### src/rtl/usb_protocol_ctrl_mep.sv
// Multi-endpoint USB protocol controller: sequences OUT/IN transactions, drives handshakes,
// tracks per-endpoint data toggles and aborts stalled transactions with a watchdog.
module usb_protocol_ctrl_mep #(
  parameter int unsigned NUM_EP      = 2,
  parameter int unsigned BUF_DEPTH   = 64,
  parameter int unsigned TIMEOUT_CYC = 1024,
  localparam int unsigned EP_W  = (NUM_EP > 1) ? $clog2(NUM_EP) : 1,
  localparam int unsigned OCC_W = $clog2(BUF_DEPTH) + 1,
  localparam int unsigned TO_W  = $clog2(TIMEOUT_CYC + 1)
) (
  input  logic              clk,
  input  logic              n_rst,
  input  logic [2:0]        rx_packet,
  input  logic [EP_W-1:0]   rx_ep,
  input  logic              buffer_reserved,
  input  logic [OCC_W-1:0]  buffer_occupancy,
  input  logic              tx_status,
  input  logic [NUM_EP-1:0] toggle_clr,
  output logic              rx_data_ready,
  output logic              rx_transfer_active,
  output logic              rx_error,
  output logic              tx_transfer_active,
  output logic              tx_error,
  output logic              timeout_error,
  output logic              d_mode,
  output logic [1:0]        tx_packet,
  output logic              data_pid,
  output logic [EP_W-1:0]   active_ep,
  output logic              clear,
  output logic              lock_db
);

  localparam logic [2:0] RX_OUT   = 3'd1;
  localparam logic [2:0] RX_RCVD  = 3'd2;
  localparam logic [2:0] RX_ERR   = 3'd3;
  localparam logic [2:0] RX_BUSY  = 3'd4;
  localparam logic [2:0] RX_TXERR = 3'd5;
  localparam logic [2:0] RX_IN    = 3'd6;

  localparam logic [1:0] TXP_IDLE = 2'd0;
  localparam logic [1:0] TXP_DATA = 2'd1;
  localparam logic [1:0] TXP_ACK  = 2'd2;
  localparam logic [1:0] TXP_NACK = 2'd3;

  typedef enum logic [3:0] {
    IDLE, RX_ACTIVE, RX_ERROR, PACKET_READY, RX_ACK, RX_NACK, RESERVED, LOCK,
    START_TX, TX_ACTIVE, TX_NACK, TX_ERROR, TIMEOUT, BUFFER_ERROR
  } state_t;

  state_t            state, state_n;
  logic [TO_W-1:0]   timer, timer_n;
  logic [NUM_EP-1:0] toggle, toggle_n, flip;
  logic [EP_W-1:0]   active_ep_n;
  logic              wait_st, ep_valid, overflow, out_or_busy;
  logic              rx_data_ready_n, rx_transfer_active_n, rx_error_n, tx_transfer_active_n;
  logic              tx_error_n, timeout_error_n, d_mode_n, data_pid_n, clear_n, lock_db_n;
  logic [1:0]        tx_packet_n;

  assign ep_valid    = 32'(rx_ep) < NUM_EP;
  assign overflow    = 32'(buffer_occupancy) > BUF_DEPTH;
  assign out_or_busy = (rx_packet == RX_OUT) || (rx_packet == RX_BUSY);

  // Next state, toggle flips and timer; outputs are decoded from the next state.
  always_comb begin
    state_n     = state;
    active_ep_n = active_ep;
    flip        = '0;
    wait_st     = 1'b0;
    case (state)
      IDLE: begin
        if (rx_packet == RX_BUSY && ep_valid) begin
          state_n     = RX_ACTIVE;
          active_ep_n = rx_ep;
        end else if (buffer_reserved) begin
          state_n = RESERVED;
        end else if (rx_packet == RX_IN && ep_valid) begin
          state_n     = START_TX;
          active_ep_n = rx_ep;
        end else if (rx_packet == RX_TXERR) begin
          state_n = TX_ERROR;
        end
      end
      RX_ACTIVE: begin
        wait_st = 1'b1;
        if (rx_packet == RX_ERR)       state_n = RX_ERROR;
        else if (rx_packet == RX_RCVD) state_n = PACKET_READY;
      end
      PACKET_READY: begin
        if (buffer_reserved) begin
          state_n = RX_NACK;
        end else begin
          state_n         = RX_ACK;
          flip[active_ep] = 1'b1;
        end
      end
      RX_ACK, RX_NACK, TX_NACK: begin
        wait_st = 1'b1;
        if (tx_status) state_n = IDLE;
      end
      RESERVED: begin
        if (out_or_busy)           state_n = LOCK;
        else if (!buffer_reserved) state_n = IDLE;
      end
      LOCK: if (!out_or_busy) state_n = RESERVED;
      START_TX: begin
        if (buffer_reserved || buffer_occupancy == '0) state_n = TX_NACK;
        else                                           state_n = TX_ACTIVE;
      end
      TX_ACTIVE: begin
        wait_st = 1'b1;
        if (tx_status) begin
          state_n         = IDLE;
          flip[active_ep] = 1'b1;
        end
      end
      default: state_n = IDLE;
    endcase

    // A real exit on the last allowed cycle beats the watchdog.
    if (wait_st && state_n == state && timer == TO_W'(TIMEOUT_CYC - 1)) state_n = TIMEOUT;

    if (overflow) begin
      state_n     = BUFFER_ERROR;
      flip        = '0;
      active_ep_n = active_ep;
    end

    timer_n    = (state_n != state || !wait_st) ? '0 : timer + TO_W'(1);
    toggle_n   = (toggle ^ flip) & ~toggle_clr;
    data_pid_n = toggle_n[active_ep_n];

    rx_data_ready_n      = 1'b0;
    rx_transfer_active_n = 1'b0;
    rx_error_n           = 1'b0;
    tx_transfer_active_n = 1'b0;
    tx_error_n           = 1'b0;
    timeout_error_n      = 1'b0;
    d_mode_n             = 1'b0;
    tx_packet_n          = TXP_IDLE;
    clear_n              = 1'b0;
    lock_db_n            = 1'b0;
    case (state_n)
      RX_ACTIVE:    rx_transfer_active_n = 1'b1;
      RX_ERROR:     begin rx_error_n = 1'b1; clear_n = 1'b1; end
      PACKET_READY: rx_data_ready_n = 1'b1;
      RX_ACK:       tx_packet_n = TXP_ACK;
      RX_NACK:      tx_packet_n = TXP_NACK;
      LOCK:         lock_db_n = 1'b1;
      START_TX:     d_mode_n = 1'b1;
      TX_ACTIVE:    begin tx_packet_n = TXP_DATA; tx_transfer_active_n = 1'b1; d_mode_n = 1'b1; end
      TX_NACK:      tx_packet_n = TXP_NACK;
      TX_ERROR:     begin tx_error_n = 1'b1; clear_n = 1'b1; end
      TIMEOUT:      begin timeout_error_n = 1'b1; clear_n = 1'b1; end
      BUFFER_ERROR: clear_n = 1'b1;
      default: ;
    endcase
  end

  always_ff @(posedge clk) begin
    if (!n_rst) begin
      state              <= IDLE;
      timer              <= '0;
      toggle             <= '0;
      active_ep          <= '0;
      data_pid           <= 1'b0;
      rx_data_ready      <= 1'b0;
      rx_transfer_active <= 1'b0;
      rx_error           <= 1'b0;
      tx_transfer_active <= 1'b0;
      tx_error           <= 1'b0;
      timeout_error      <= 1'b0;
      d_mode             <= 1'b0;
      tx_packet          <= TXP_IDLE;
      clear              <= 1'b0;
      lock_db            <= 1'b0;
    end else begin
      state              <= state_n;
      timer              <= timer_n;
      toggle             <= toggle_n;
      active_ep          <= active_ep_n;
      data_pid           <= data_pid_n;
      rx_data_ready      <= rx_data_ready_n;
      rx_transfer_active <= rx_transfer_active_n;
      rx_error           <= rx_error_n;
      tx_transfer_active <= tx_transfer_active_n;
      tx_error           <= tx_error_n;
      timeout_error      <= timeout_error_n;
      d_mode             <= d_mode_n;
      tx_packet          <= tx_packet_n;
      clear              <= clear_n;
      lock_db            <= lock_db_n;
    end
  end

endmodule
### config.mk
export PLATFORM = sky130hd
export DESIGN_NAME = usb_protocol_ctrl_mep
export DESIGN_NICKNAME = d
export VERILOG_FILES = /design/src/rtl/usb_protocol_ctrl_mep.sv
export SDC_FILE = /design/constraint.sdc
export NUM_CORES = 1
export LEC_CHECK = 0
export CAP_MARGIN = 20
export CORE_MARGIN = 4
export CORE_UTILIZATION = 50
export DETAILED_ROUTE_END_ITERATION = 10
export GPL_TIMING_DRIVEN = 0
export HOLD_SLACK_MARGIN = 0.15
export PLACE_DENSITY = 0.73
export SYNTH_ARGS = -nofsm -noshare
export SYNTH_HDL_FRONTEND = slang
export SYNTH_SLANG_ARGS = --single-unit
export TNS_END_PERCENT = 100
### constraint.sdc
create_clock -name clk -period 2.5 [get_ports clk]
set_input_delay 0.375 -clock clk [delete_from_list [all_inputs] [get_ports clk]]
set_output_delay 0.375 -clock clk [all_outputs]
set_load 0.02 [all_outputs]
run_1/m1.png
Supply wires on this layer in grey.
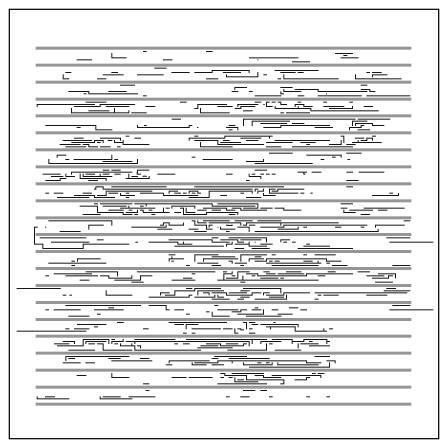
nets with wire on the layer: 239
longest straight run: 23.9 um
share of all routed wire: 41%
wire length on this layer: 1890 um
post-detailed-routing wire length: 4617 um
met1 usage: 25.79%
overall via count from detail_route: 1768

run_1/m2.png
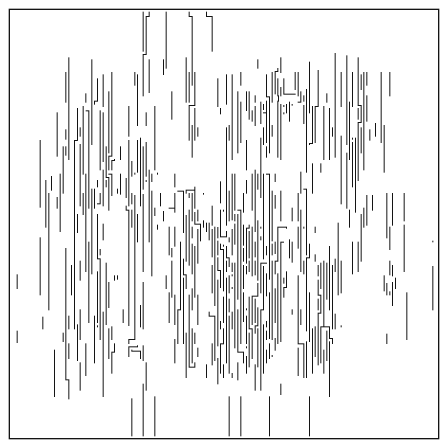
longest straight run: 30.3 um
main direction: vertical

run_1/m3.png
The bar under the picture is 20 um long. Cells faint in the background.
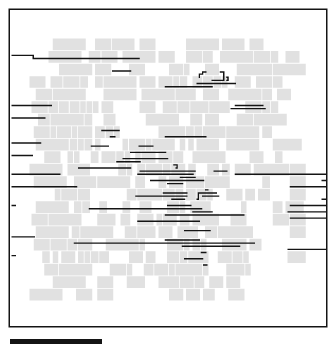
main direction: horizontal
wire length on this layer: 451 um
nets with wire on the layer: 50
longest straight run: 39.1 um
share of all routed wire: 9.8%

run_1/clock_nets.png
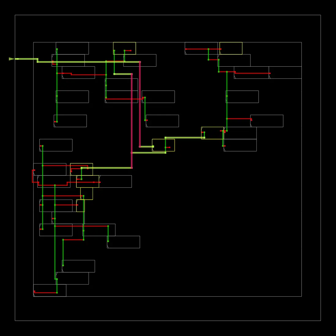
Clk Latency, worst-skew pair: 280 ps
number of clock sinks seen by CTS: 30
layout sequential cell count: 30

==> run notes, run 1 <==
Results of the full flow below.

Outcome:
- The flow ran to the end, and the final reports show no timing, DRC or antenna violations.

Yosys:
- sky130_fd_sc_hd__dfxtp_1 is the most common cell in the netlist.
- The run gives the area fraction in compound gates as between 15 and 20%.
- The run puts the total nets after synthesis at about 220.
- The run puts the number of storage elements in the synthesis netlist at 30.
- The run puts the area share of and/or/nand/nor cells after synthesis at around a third.
- The run gives the synthesized area divided by synthesized cell count as about 8.9 um2.
- The run gives the biggest combinational cell group after synthesis as simple AND/OR/NAND/NOR gates.
- The run gives the number of unique standard cell types used by synthesis as slightly below 60.
- Of the synthesized area, sequential elements account for between 30% and 40%.
- The main area contributors are sky130_fd_sc_hd__dfxtp_1 33%, sky130_fd_sc_hd__nor3_2 5.4%, sky130_fd_sc_hd__nor2_1 3.5%.
- The run gives the largest area contributor in the netlist as sky130_fd_sc_hd__dfxtp_1.
- The run puts the fraction of synthesis flops using an asynchronous set or reset pin at 0%.
- The run gives the instance count of the mapped netlist as 206.
- Looking at the cell usage after synthesis, the top flip-flop cell is sky130_fd_sc_hd__dfxtp_1.
- The run puts the synthesis area per yosys at between 1500 and 2000 um2.
- The run puts the mapped cell area at 1842 um2.
- The run puts the number of warning messages in the yosys log at 0.

Timing:
- Derived from the worst setup path, the maximum achievable clock frequency is between 400 and 500 MHz.
- Counting I/O delays and the setup requirement, the final critical path takes ~2400 ps.
- The run puts the final clock period utilization by the worst path at a little over nine tenths.
- Endpoints with negative setup slack in the final report add up to 0.
- After layout, the worst setup slack is 67.24 ps.
- The run gives the setup total negative slack as 0 ps.
- The run puts the worst hold-check slack at 488.1 ps.
- The run gives the worst slew slack as a fraction of its limit as about three fifths.
- The run gives the final tally of hold violations as 0.
- The run puts the count of pins over their slew limit at 0.

Setup path:
- The run gives the startpoint of the worst-slack reg-to-reg timing path as state[2]$_SDFF_PN0_.
- The report puts the cell count of the worst reg-to-reg path at 9.
- The run gives the largest delay contributor family on the critical path as simple AND/OR/NAND/NOR gates.
- At the worst endpoint, the required time is ~2700 ps.
- The critical path starts at buffer_occupancy[5].
- The cell sequence reported for the critical path is clkdlybuf4s50_1 -> or4_4 -> o31a_4 -> nor4b_2 -> a21oi_2 -> xnor2_2 -> buf_6 -> nor3_2.
- The run puts the number of buffers and inverters on the critical path at 2.
- The run gives the cell with the largest stage delay on the worst path as sky130_fd_sc_hd__or4_4.
- The run gives the kind of end point of the critical path as a flip-flop.
- STA classifies the critical path startpoint as an input pin.
- In this run the worst setup path terminates at timer[6]$_SDFF_PP0_.
- For the worst reg-to-reg path, the endpoint reported by OpenROAD is timer[6]$_SDFF_PP0_.
- The run puts the count of cell instances traversed by the critical path at 8.
- The run gives the setup slack of the most critical reg-to-reg path as 180 ps.
- The run gives the critical path start-end classification as input pin to flip-flop.

Cells and area:
- In the final layout, the multi-input gates occupy 1197 um2.
- According to the finish report, the design has a final net count of around 260.
- The run puts the fraction of layout cells with a size suffix above 1 at ~25%.
- The run puts the layout filler cell count at around 280.
- The run puts the signed area change from the synthesized netlist to the final layout at 28.74%.
- Excluding fillers, the count of instances in the completed layout stands at around 290.
- The run gives the sequential cell area in the final layout as around 600 um2.
- By instance count after routing, the leading logic cell types are 29 x sky130_fd_sc_hd__dfxtp_1, 25 x sky130_fd_sc_hd__clkdlybuf4s50_1, 17 x sky130_fd_sc_hd__nor2_1.

Clock network:
- The run gives the maximum clock path buffer count as 2.
- The run gives the clock-pin slew on the worst setup and hold paths as ~60 ps.
- Per the TritonCTS log, the buffer count is 5.
- The run puts the H-tree depth at 2.
- The number of setup buffers added after CTS is 0.
- TritonCTS built the clock tree.
- The run puts the post-cts hold-fix buffer tally at 0.

Flow run:
- The run gives the stage-log warning count as 26.
- Across the run, the number of max-cap violations was 0.

Pwr:
- Combinational logic burns about 28% of the power.
- Summed over the clock group, the power is about 400 uW.
- The run puts the leakage component of the power at about 0.84 nW.
- For this design the total switching power over the nets is roughly 380 uW.
- The run gives the internal power consumption as around 870 uW.
- The run puts the power per cell area at 528.0 nW/um2.
- The run gives the share of power burned in the clock network as 31.7%.
- The run gives the highest-power group as sequential cells.
- Net switching is a little over 30% of the power.

Floorplan:
- The run puts the floorplan die area at about 4700 um2.
- The run gives the overall die height as 68.69 um.
- The run puts the cell row count at 21.
- In this run the horizontal extent of the chip is about 69 um.
- The run gives the pre-placement core utilization as ~54%.
- In this run the count of I/O pins placed on the die edge is 30.
- The run puts the floorplan core area at ~3400 um2.

Global routing:
- The run puts the maximum number of pins on one net before global-route repair at 11.
- The run puts the global-route congestion overflow total at 0.
- The run gives the overall global routing resource usage as between 20 and 25%.
- The run puts the number of antenna violations at the first check in global routing at 0.

Placement:
- The run gives the post-placement worst setup slack as -465.1 ps.
- The run gives the routability congestion estimate from global placement as ~0.84.
- Counting tap cells, the placed design contains a total of between 200 and 300 instances.
- The run puts the standard cell area after detailed placement at about 2200 um2.

Hold path:
- The run gives the worst hold path stage count as 1.
- The run gives the launch point of the worst hold path as timer[0]$_SDFF_PP0_.
- The tightest min-delay check is of the flip-flop to flip-flop type.

Route:
- In the routed layout, each cell is associated on average with a via count of about 6.1.
- The run gives the routed length per placed instance as 15.87 um.
- Detailed-route iteration 0 reported a violation count of 109.
- The run gives the post-detailed-route DRC marker count as 0.
==> run 1: per-layer routing <==
layer	vias to the layer above	global-route usage, %	routed length, um
met5	-	0	0
met4	0	9.246	70
met3	9	6.807	450
met2	99	35.64	2208
met1	815	25.79	1887
li1	845	-	-
==> run 1: cell type report <==
cell class	count	share of cell area (%)
multi-input combinational	159	50.50
sequential	30	25.38
timing repair buffer	31	12.56
clock buffer	6	3.483
tap	46	2.427
inverter	6	0.9499
buffer	11	4.169
clock inverter	2	0.5277
==> run 1: stage by stage <==
step           total power [mW]  utilization (%)
2_1_floorplan            0.7287                -
5_1_grt                   1.321            68.88
3_5_place_dp             0.8198            63.03
3_3_place_gp             0.8170            63.03
6_report                  1.252            68.88
4_1_cts                   1.234            67.07
==> run 2, diff against run 1 <==
- ABC_CLOCK_PERIOD_IN_PS: default -> 2500
run_2/m1.png
Supply wires on this layer in grey.
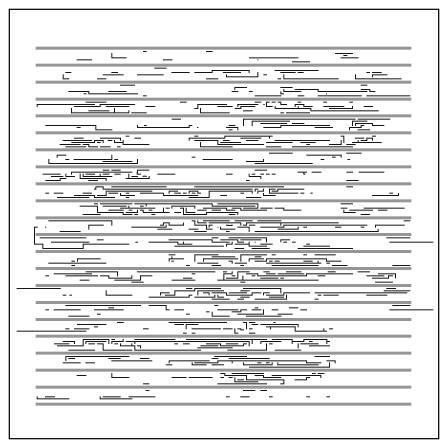
nets with wire on the layer: 239
main direction: horizontal

run_2/m2.png
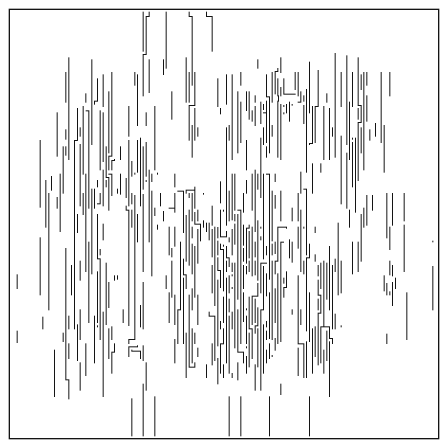
share of all routed wire: 48%
wire length on this layer: 2210 um

==> run 2 against run 1 <==
  * Clock-buffer cell count unchanged
  * Maximum frequency unchanged
  * Flip-flop count unchanged
  * Final area unchanged
  * Wire length unchanged
  * Via count unchanged
  * Core utilization unchanged
  * Clock power about the same
  * Register-to-register slack about the same
  * Setup slack unchanged
  * Largest cell class unchanged
  * Die size unchanged
  * Critical path type unchanged
==> run notes, run 2 <==
Results of the full flow below.

Route:
- The run gives the total routed wirelength as around 4600 um.
- In the routed design, unresolved DRC markers number 0.
- The run gives the number of violations reported at the end of detailed-routing iteration 0 as ~110.
- The run gives the total number of vias as roughly 1800.
- After detailed routing, the met3 layer carries about 450 um of wire.
- The highest layer touched by signal routing is met4.
- After detailed routing, the number of vias per cell comes to about 6.1.
- In the detailed route, the total length drawn on met2 is 2208 um.

Clock network:
- The run puts the H-tree depth at 2.
- The run puts the clock latency on the worst-skew pair at 280 ps.
- The run gives the buffer count from post-CTS setup fixing as 0.
- The run gives the clock-pin slew on the worst setup and hold paths as about 60 ps.
- The run gives the clock sink total as 30.
- Looking at the clock tree report, the maximum root-to-sink buffer count equals 2.

Global routing:
- The run gives the number of antenna violations at the first check in global routing as 0.
- Global routing used under 10% of the available met3 tracks.
- Recorded from the global router log, the overflow total was 0.

Placement:
- The run gives the routability congestion estimate from global placement as roughly 0.84.
- Timing analysis after detailed placement gives a worst setup slack of -465.1 ps.
- Including well taps, the total number of placed cells is between 200 and 300.

Floorplan:
- The run puts the floorplan core area at ~3400 um2.
- The run puts the number of tap instances at roughly 46.
- The run puts the cell row count at 21.
- The run puts the overall die height at approximately 69 um.
- The run puts the floorplan die area at 4718 um2.
- The run gives the die span in x as between 60 and 70 um.
- The run puts the number of I/O pins at 30.
- The run gives the pre-placement core utilization as between 50% and 60%.

Hold path:
- The run puts the worst hold path stage count at 1.
- The run gives the launch point of the worst hold path as timer[0]$_SDFF_PP0_.
- The min-delay analysis places its worst path in the category flip-flop to flip-flop.

Timing:
- The run puts the count of pins over their slew limit at 0.
- The run gives the final tally of hold violations as 0.
- OpenROAD reports that the post-layout worst path occupies 97.31% of the period.
- Across all checked pins, the minimum headroom to the slew limit is about three fifths.
- The run gives the achievable clock frequency as 411.1 MHz.
- The run gives the worst hold-check slack as roughly 490 ps.
- The run gives the shortest period the worst path allows as 2433 ps.
- The run puts the count of final setup violators at 0.

Cells and area:
- Of the total standard cell area in the layout, the multi-input combinational portion is approximately 51%.
- The run gives the clock distribution area overhead in the final layout as approximately 4%.
- about 160 cells are multi-input combinational gates.
- The area taken by multi-input combinational cells is reported as ~1200 um2.
- The run puts the fraction of layout cells with a size suffix above 1 at around a quarter.
- The run puts the layout filler cell count at about 280.
- There are 30 flip-flops and latches.
- The largest cell class by area is logic gates.
- The run gives the total of clock buffers placed in the layout as 6.
- The run puts the non-clock inverter total of the final layout at 6.
- The run gives the signed area change from the synthesized netlist to the final layout as 28.74%.
- The run puts the buffer count excluding the clock tree in the final layout at 42.
- The run gives the non-filler instance count after layout as ~290.
- The run puts the register fraction of the total cell area at between 20% and 30%.
- The run puts the final-stage net count at 262.

Pwr:
- The run gives the power per cell area as ~530 nW/um2.
- The analysis attributes to cell leakage a power of 0.8434 nW.

Setup path:
- The slowest stage of the critical path belongs to the cell sky130_fd_sc_hd__or4_4.
- The run gives the critical path startpoint category as an input pin.
- STA reports a reg2reg setup slack of around 180 ps.
- Grouping stages by cell kind, the critical path spends the most delay in simple AND/OR/NAND/NOR gates.
- The run gives the first element of the critical path as buffer_occupancy[5].
- The worst register-to-register path ends at timer[6]$_SDFF_PP0_.
- The run gives the count of cells along the worst register-to-register path as 9.
- The run gives the critical path endpoint as timer[6]$_SDFF_PP0_.
- The run puts the number of buffers and inverters on the critical path at 2.
- Traced cell by cell, the critical path runs through clkdlybuf4s50_1 -> or4_4 -> o31a_4 -> nor4b_2 -> a21oi_2 -> xnor2_2 -> buf_6 -> nor3_2.
- Per the timing report, the most critical flop-to-flop path originates at state[2]$_SDFF_PN0_.
- For this run, the slowest stage of the critical path takes 570 ps.
- STA classifies the critical path endpoint as a flip-flop.
- The run puts the worst path required time at between 2000 and 3000 ps.

Yosys:
- The run gives the sequential-to-total area share from yosys stat as around a third.
- In the post-synthesis netlist, the biggest area contributors are sky130_fd_sc_hd__dfxtp_1 33%, sky130_fd_sc_hd__nor3_2 5.4%, sky130_fd_sc_hd__nor2_1 3.5%.
- The run gives the number of storage elements in the synthesis netlist as 30.
- The run gives the fraction of synthesis flops using an asynchronous set or reset pin as 0%.
- The run gives the instance count of the mapped netlist as about 210.
- The most frequently used library cell after synthesis is sky130_fd_sc_hd__dfxtp_1.
- sky130_fd_sc_hd__dfxtp_1 takes more of the synthesized area than any other cell.
- The area recorded from the Yosys report for this design is ~1800 um2.
- For this run, the number of Yosys warnings is 0.
- The run gives the mapped cell area as about 1800 um2.

Outcome:
- The flow ran to the end, and the final reports show no timing, DRC or antenna violations.

Flow run:
- The run puts the stage-log warning count at 26.
- The run gives the count of max-cap constraint violations as 0.
## run 2: cell counts in the layout (fill, tap and decap cells not counted)
No cell type changed its count.
## run 2: where the power goes
group	switching (mW)	total, mW	internal, mW	leakage [nW]
Clock	0.176	0.397	0.221	0.0472
Sequential	0.00990	0.502	0.492	0.244
Combinational	0.196	0.353	0.156	0.552
Total	0.382	1.25	0.869	0.843
## run 2: cell families after synthesis
group | count (synthesis) | synth area share (%)
muxes | 2 | 1.087
and+or+nand+nor | 97 | 33.76
DFF | 30 | 32.61
AOI/OAI and AO/OA | 44 | 18.34
buffers and inverters | 17 | 6.317
adders and majority gates | 2 | 1.223
xor gates and xnor gates | 14 | 6.658
run_2/clock_nets.png
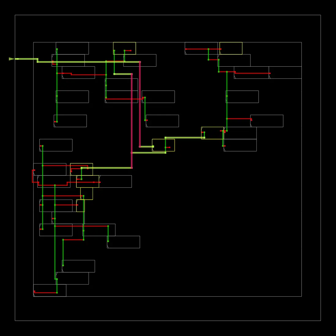

==> run 3, diff against run 2 <==
- CORE_UTILIZATION: 50 -> 48
- PLACE_DENSITY: 0.73 -> 0.71
run_3/clock_nets.png
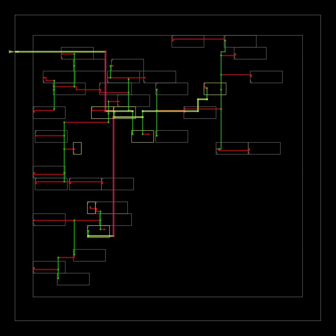
clock network power: 356 uW
worst setup skew after layout: 8.314 ps
clock buf count: 5
clock buffers created by TritonCTS: 5

run_3/m2.png
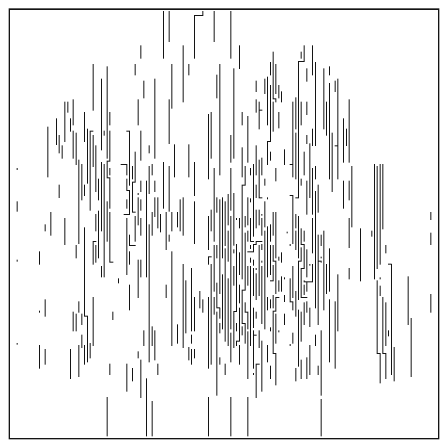
longest straight run: 22.4 um
share of all routed wire: 46%
GR Layer Usage met2: 27.60%
overall via count from detail_route: 1739
post-detailed-routing wire length: 4372 um

==> run 3 against run 2 <==
  * Core utilization fell by 4.5 points
  * First-iteration DRC count rose by 73%
  * Synthesized cell count did not move
  * Area after synthesis did not move
  * Maximum frequency rose by 3.4%
  * Setup slack improved by 79 ps
  * Sequential share of layout area fell by 0.11 points
  * Final area rose by 0.21%
  * Largest cell class unchanged
  * Largest power group unchanged
==> run notes, run 3 <==
Results of the full flow below.

Cells and area:
- The run gives the area of combinational cells with multiple inputs as between 1000 and 1500 um2.
- There are 30 flip-flops and latches.
- The non-clock inverters instantiated in the layout total 6.
- The run gives the buffer count excluding the clock tree in the final layout as between 40 and 50.
- The run gives the fraction of layout cells with a size suffix above 1 as roughly a quarter.
- The run puts the signed area change from the synthesized netlist to the final layout at 29.01%.
- The sequential cells in the finished layout cover a total of roughly 600 um2.
- The run gives the multi-input combinational cell count as 159.
- The run puts the final core utilization at between 60% and 70%.
- Ranking logic cells in the layout by count gives the top entries 30 x sky130_fd_sc_hd__dfxtp_1, 21 x sky130_fd_sc_hd__clkdlybuf4s50_1, 17 x sky130_fd_sc_hd__nor2_1.

Pwr:
- Combinational logic burns between 20% and 30% of the power.
- In the power breakdown, the internal column shows slightly above 800 uW.
- Net switching is 31.08% of the power.
- The power report puts the leakage power at 0.8849 nW.
- The run puts the total sequential power at about 500 uW.
- The script computed a power per unit cell area of around 500 nW/um2.
- The run gives the portion of total power attributed to sequential cells as about two fifths.
- The script extracted a net switching power of about 370 uW.
- The run gives the power consumption as 1.201 mW.

Timing:
- The run gives the shortest period the worst path allows as about 2400 ps.
- The run gives the worst hold-check slack as 532.0 ps.
- The run puts the setup total negative slack at 0 ps.
- Once routing completed, OpenROAD measured the worst setup slack at about 150 ps.
- The run gives the final tally of hold violations as 0.
- The run gives the final clock period utilization by the worst path as approximately 94%.
- The run puts the count of pins over their slew limit at 0.

Yosys:
- The run puts the mapped cell area at approximately 1800 um2.
- The run puts the mux cell area share after synthesis at under 10%.
- The synthesized design spends more area on one cell type than any other, namely sky130_fd_sc_hd__dfxtp_1.
- The run gives the prevailing post-synth register cell as sky130_fd_sc_hd__dfxtp_1.
- The run puts the area share of and/or/nand/nor cells after synthesis at around a third.
- For this run the top cell type by instance count after synthesis was sky130_fd_sc_hd__dfxtp_1.
- The run puts the adder-cell share of the synthesized area at around 1.2%.
- The run puts the area fraction in compound gates at between 15 and 20%.
- By area the synthesized netlist is led by sky130_fd_sc_hd__dfxtp_1 33%, sky130_fd_sc_hd__nor3_2 5.4%, sky130_fd_sc_hd__nor2_1 3.5%.
- Once synthesis finished, the tally of register bits stood at 30.
- The run gives the instance count of the mapped netlist as 206.
- The run puts the sequential-to-total area share from yosys stat at between 30% and 40%.
- At floorplan, the net count of the design was reported as 224.

Setup path:
- Per STA, the worst path accumulates the most delay in the family simple AND/OR/NAND/NOR gates.
- For the worst reg-to-reg path, the endpoint reported by OpenROAD is timer[9]$_SDFF_PP0_.
- The setup path with the least slack is of type input pin to flip-flop.
- The run gives the kind of end point of the critical path as a flip-flop.
- For flop-to-flop paths, the worst setup slack is roughly 170 ps.
- The run puts the largest incremental delay on the critical path at roughly 480 ps.
- Walking the worst path, the cells encountered are clkdlybuf4s50_1 -> or4_4 -> o31a_4 -> nor4b_4 -> a21oi_2 -> xnor2_2 -> buf_6 -> nor3_2.
- The timing report notes that buffer and inverter cells on the critical path total 2.
- The worst setup path is launched from an input pin.

Clock network:
- The run gives the clock tree from TritonCTS as yes.
- The run gives the post-cts hold-fix buffer tally as 0.
- The run gives the buffer count from post-CTS setup fixing as 0.
- The run gives the clock-pin slew on the worst setup and hold paths as 70 ps.
- The run puts the H-tree depth at 2.

Floorplan:
- For this floorplan the total number of well-tap instances is 48.
- In this run the standard cell core region covers 3689 um2.
- Measured along the x axis, the die boundary spans 69.95 um.
- The run puts the floorplan die area at roughly 5000 um2.
- According to the floorplan log, the row count is 22.
- Pin placement for this block handled 30 I/O pins.

Placement:
- The run gives the post-placement worst setup slack as -421.7 ps.
- The run puts the placed instance count at between 200 and 300.

Route:
- The run puts the post-detailed-route DRC marker count at 0.
- For this run, the detailed router reports a per-instance via density of 5.976.
- The run puts the routed length per placed instance at between 15 and 20 um.
- The run gives the number of violations reported at the end of detailed-routing iteration 0 as around 190.

Global routing:
- Per the GRT congestion report, total overflow comes to 0.
- Entering global routing, the biggest net connects 11 pins.

Outcome:
- The run finished with clean final reports.

Flow run:
- The run gives the stage-log warning count as 26.

Hold path:
- The type recorded for the worst min-delay path is flip-flop to flip-flop.
==> run 3: per-layer routing <==
layer | routed length [um] | GRT usage, %
met5 | 0 | 0
met1 | 1955 | 26.21
met2 | 1996 | 27.60
met4 | 83 | 5.745
met3 | 337 | 5.036
==> run 3: worst max-delay path by stage <==
stage | cells past startpoint | from | slack (ps) | end
floorplan | 7 | buffer_occupancy[5] | 250 | timer[10]$_SDFF_PP0_
global placement | 9 | buffer_reserved | -420 | timer[3]$_SDFF_PP0_
detailed placement | 9 | buffer_reserved | -420 | timer[7]$_SDFF_PP0_
CTS | 8 | buffer_occupancy[5] | 30 | timer[9]$_SDFF_PP0_
global route | 9 | timer[0]$_SDFF_PP0_ | 0.8 | timer[7]$_SDFF_PP0_
finish | 8 | buffer_occupancy[5] | 150 | timer[9]$_SDFF_PP0_
Power and IR drop assume default switching activity.
